<file path="config.mk">
export PLATFORM = sky130hd
export DESIGN_NAME = core_dmem_arbiter
export DESIGN_NICKNAME = d
export VERILOG_FILES = /design/src/rtl/core_dmem_pkg.sv /design/src/rtl/core_dmem_arbiter.sv
export SDC_FILE = /design/constraint.sdc
export NUM_CORES = 1
export LEC_CHECK = 0
export CORE_MARGIN = 3
export CORE_UTILIZATION = 23
export DETAILED_ROUTE_END_ITERATION = 16
export PLACE_DENSITY = 0.73
export SYNTH_ARGS = -nofsm -noshare
export SYNTH_HDL_FRONTEND = slang
export SYNTH_SLANG_ARGS = --single-unit
</file>
<file path="constraint.sdc">
create_clock -name i_clk -period 1.8 [get_ports i_clk]
set_input_delay 0.54 -clock i_clk [delete_from_list [all_inputs] [get_ports i_clk]]
set_output_delay 0.54 -clock i_clk [all_outputs]
set_load 0.02 [all_outputs]
</file>
<file path="src/rtl/core_dmem_pkg.sv">
// Shared definitions for the core data-memory arbiter: arbitration state,
// read-return owner encoding, default widths and the counter-width helper.
package core_dmem_pkg;

  localparam int unsigned DEF_ADDR_WIDTH    = 8;
  localparam int unsigned DEF_DATA_WIDTH    = 8;
  localparam int unsigned DEF_HOST_MAX_WAIT = 4;

  // OPEN: normal core-priority arbitration; HOST_LOCKED: host owns the RAM
  typedef enum logic {
    OPEN        = 1'b0,
    HOST_LOCKED = 1'b1
  } arb_state_e;

  // Which requester the read data returning next cycle belongs to
  typedef enum logic [1:0] {
    OWN_NONE = 2'd0,
    OWN_CORE = 2'd1,
    OWN_HOST = 2'd2
  } owner_e;

  // Bits needed to count 0..max_wait inclusive
  function automatic int unsigned cnt_width(input int unsigned max_wait);
    return $clog2(max_wait + 1);
  endfunction

endpackage

</file>
<file path="src/rtl/core_dmem_arbiter.sv">
// Arbitrates the single-port data RAM between the core load/store path and
// an external host port. The core has default priority; a starvation counter
// forces a host win after HOST_MAX_WAIT refused cycles, and a host lock keeps
// ownership across a read-modify-write.
//
// Ports:
//   i_clk, i_rst_n             clock, asynchronous active-low reset
//   i_core_*  / o_core_*       core request (req/we/addr/wdata), grant, read return
//   i_host_*  / o_host_*       host request (req/we/lock/addr/wdata), grant, read return
//   o_mem_*   / i_mem_rdata    RAM port; read data valid one cycle after a read enable
module core_dmem_arbiter
  import core_dmem_pkg::*;
#(
  parameter int unsigned ADDR_WIDTH    = DEF_ADDR_WIDTH,
  parameter int unsigned DATA_WIDTH    = DEF_DATA_WIDTH,
  parameter int unsigned HOST_MAX_WAIT = DEF_HOST_MAX_WAIT
) (
  input  logic                  i_clk,
  input  logic                  i_rst_n,

  input  logic                  i_core_req,
  input  logic                  i_core_we,
  input  logic [ADDR_WIDTH-1:0] i_core_addr,
  input  logic [DATA_WIDTH-1:0] i_core_wdata,
  output logic                  o_core_gnt,
  output logic                  o_core_rvalid,
  output logic [DATA_WIDTH-1:0] o_core_rdata,

  input  logic                  i_host_req,
  input  logic                  i_host_we,
  input  logic                  i_host_lock,
  input  logic [ADDR_WIDTH-1:0] i_host_addr,
  input  logic [DATA_WIDTH-1:0] i_host_wdata,
  output logic                  o_host_gnt,
  output logic                  o_host_rvalid,
  output logic [DATA_WIDTH-1:0] o_host_rdata,

  output logic                  o_mem_en,
  output logic                  o_mem_we,
  output logic [ADDR_WIDTH-1:0] o_mem_addr,
  output logic [DATA_WIDTH-1:0] o_mem_wdata,
  input  logic [DATA_WIDTH-1:0] i_mem_rdata
);

  localparam int unsigned CNT_W = cnt_width(HOST_MAX_WAIT);
  localparam logic [CNT_W-1:0] WAIT_MAX = CNT_W'(HOST_MAX_WAIT);

  arb_state_e       state_q, state_d;
  logic [CNT_W-1:0] wait_cnt_q, wait_cnt_d;
  owner_e           owner_q, owner_d;
  logic             rd_q, rd_d;

  logic             core_gnt;
  logic             host_gnt;

  // Grant decision, combinational from requests and registered state.
  // Gated by reset so nothing is granted while the block is held in reset.
  always_comb begin
    core_gnt = 1'b0;
    host_gnt = 1'b0;
    if (i_rst_n) begin
      if (state_q == HOST_LOCKED) begin
        host_gnt = i_host_req;
      end else if (i_host_req && (wait_cnt_q == WAIT_MAX)) begin
        host_gnt = 1'b1;
      end else if (i_core_req) begin
        core_gnt = 1'b1;
      end else begin
        host_gnt = i_host_req;
      end
    end
  end

  // Next-state: lock state, starvation counter, read-return tag
  always_comb begin
    state_d    = state_q;
    wait_cnt_d = wait_cnt_q;
    owner_d    = OWN_NONE;
    rd_d       = 1'b0;

    if (state_q == OPEN) begin
      if (host_gnt && i_host_lock) begin
        state_d = HOST_LOCKED;
      end
    end else begin
      // Lock ends when the host releases it on a grant or stops requesting
      if (!i_host_req || (host_gnt && !i_host_lock)) begin
        state_d = OPEN;
      end
    end

    if (!i_host_req || host_gnt) begin
      wait_cnt_d = '0;
    end else if (wait_cnt_q != WAIT_MAX) begin
      wait_cnt_d = wait_cnt_q + CNT_W'(1);
    end

    if (core_gnt) begin
      owner_d = OWN_CORE;
      rd_d    = ~i_core_we;
    end else if (host_gnt) begin
      owner_d = OWN_HOST;
      rd_d    = ~i_host_we;
    end
  end

  // State registers
  always_ff @(posedge i_clk or negedge i_rst_n) begin
    if (!i_rst_n) begin
      state_q    <= OPEN;
      wait_cnt_q <= '0;
      owner_q    <= OWN_NONE;
      rd_q       <= 1'b0;
    end else begin
      state_q    <= state_d;
      wait_cnt_q <= wait_cnt_d;
      owner_q    <= owner_d;
      rd_q       <= rd_d;
    end
  end

  // RAM port mux: granted requester's signals, all zero when idle
  always_comb begin
    o_mem_en    = core_gnt | host_gnt;
    o_mem_we    = 1'b0;
    o_mem_addr  = '0;
    o_mem_wdata = '0;
    if (core_gnt) begin
      o_mem_we    = i_core_we;
      o_mem_addr  = i_core_addr;
      o_mem_wdata = i_core_wdata;
    end else if (host_gnt) begin
      o_mem_we    = i_host_we;
      o_mem_addr  = i_host_addr;
      o_mem_wdata = i_host_wdata;
    end
  end

  assign o_core_gnt = core_gnt;
  assign o_host_gnt = host_gnt;

  // Read return steered by the registered tag; data forced to 0 otherwise
  assign o_core_rvalid = rd_q && (owner_q == OWN_CORE);
  assign o_host_rvalid = rd_q && (owner_q == OWN_HOST);
  assign o_core_rdata  = o_core_rvalid ? i_mem_rdata : '0;
  assign o_host_rdata  = o_host_rvalid ? i_mem_rdata : '0;

endmodule

</file>
==> flow_metrics.tcl <==
# collected from the flow reports
set metrics [dict create \
    finish.net_count 232 \
    antenna_found_initial 0 \
    p_comb_share_pct 59.8 \
    htree_levels 1 \
    ctsResizeCount 230 \
    status "complete, but fails checks" \
    top_cells_by_count "16 x a22o_1, 16 x and2_1, 7 x dfrtp_1" \
    setup_viol 21 \
    tool_warnings 29 \
    post-cts-setup-buffers 6 \
    ys_seq_share_pct 25.32 \
    stdcell_area_mm2 0.002002 \
    ff_type "dfrtp_1" \
    fin_crit_sh_pct 122.6 \
    p_sw_uw 250.9 \
    critical_path.startpoint "wait_cnt_q[1]" \
    setup_slack_ps -406.9 \
    crit_slowest_cell "dfrtp_1" \
    syn_avg_cell_area_um2 9.478 \
    numCtsBuffers 3 \
    clock_sinks 7 \
    place_area_mm2 0.001799 \
    relSlewSlack_pct 86.06 \
    grt_pass1_vias 1037 \
    final.setup_skew_ps 5.494 \
    ys_area_um2 691.9 \
    grt_overflow 0 \
    drt-met1-wl_mm 1.217 \
    top_power_group "combinational cells" \
    dr.pass1.iters 3 \
    pg_clk_uw 141 \
    postRouteAntennaNets 0 \
    p_per_area_mw_per_mm2 397.2 \
    top_area_share_pct 25.32 \
    clk_latency_ps 250 \
    largest_register_ffs 3 \
    worstPathArrival_ps 1670 \
    violations "negative setup slack" \
    drtIter0Drc 12 \
    xor_area_share_pct 1.266 \
    min_path_type "primary input to asynchronous set/reset pin" \
    worstSetupEndpointType "output pin" \
]
==> per-stage QoR <==
step | utilization, % | hold slack [ps] | TNS [ps] | std cells
after floorplan | - | 244.4 | 0 | 73
after global placement | 64.14 | 522.2 | -28390 | 198
after detailed placement | 64.14 | 543.4 | -29400 | 198
after CTS | 69.27 | 377.0 | -7107 | 209
after global routing | 71.36 | 386.0 | -8749 | 213
final | 71.36 | 396.8 | -7514 | 213
==> layout make-up <==
| type | instances | area [um^2] | area share, % |
|---|---|---|---|
| repair buffers | 110 | 1109 | 55.37 |
| multi-input cells | 56 | 634.4 | 31.69 |
| flip-flops and latches | 7 | 175.2 | 8.750 |
| well taps | 31 | 38.79 | 1.938 |
| clock buffers | 4 | 26.28 | 1.313 |
| inverters | 5 | 18.77 | 0.9375 |
### Port wiring

The bar under the picture is 20 um long.
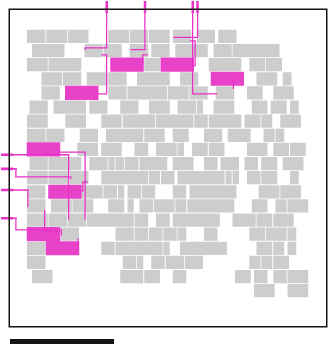
Key: i_core_wdata = magenta [direction input, end cells 8, wire 159 um]
I/O Buffers: 84
I/O Pins: 85

### Sequential cells coloured by netlist name

Other sequential cells in the stronger grey, the rest of the logic in the fainter grey.
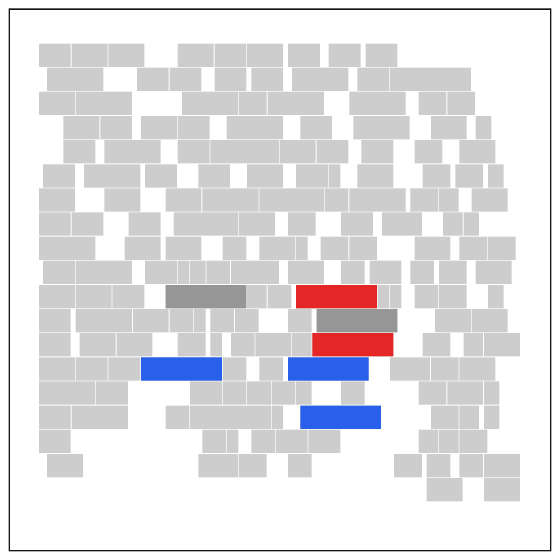
Key: owner_q = red [sequential cells 2]; wait_cnt_q = blue [sequential cells 3]
Another 2 sequential cells are not coloured.
final core occ: 71.36%
sequential fraction of total cell area: 8.750%
FF/Latch Area: 175.2 um^2
total sequential power: 179 uW

### Metal layers overlaid

Only two layers are drawn.
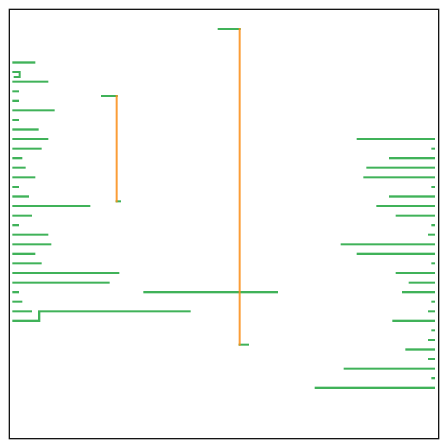
Key: M3 = green [wire length 291 um]; M4 = orange [wire length 59.8 um]
Tot GR Track Use: 17.82%
via count: 1003
DR WL/cell: 16.52 um
final wirelength: 3.519 mm

### Met2 routing

The bar under the picture is 20 um long.
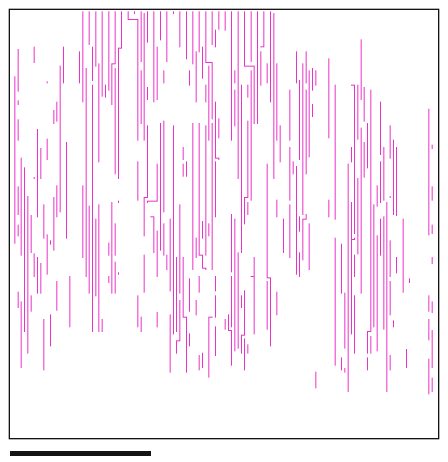
The layer carries 1950 um of wire. 207 nets have wire on it. The longest straight run is 35.0 um. The wires run mostly vertical.
GR Util met2: 34.50%

Power is estimated from default activity; no workload was simulated.
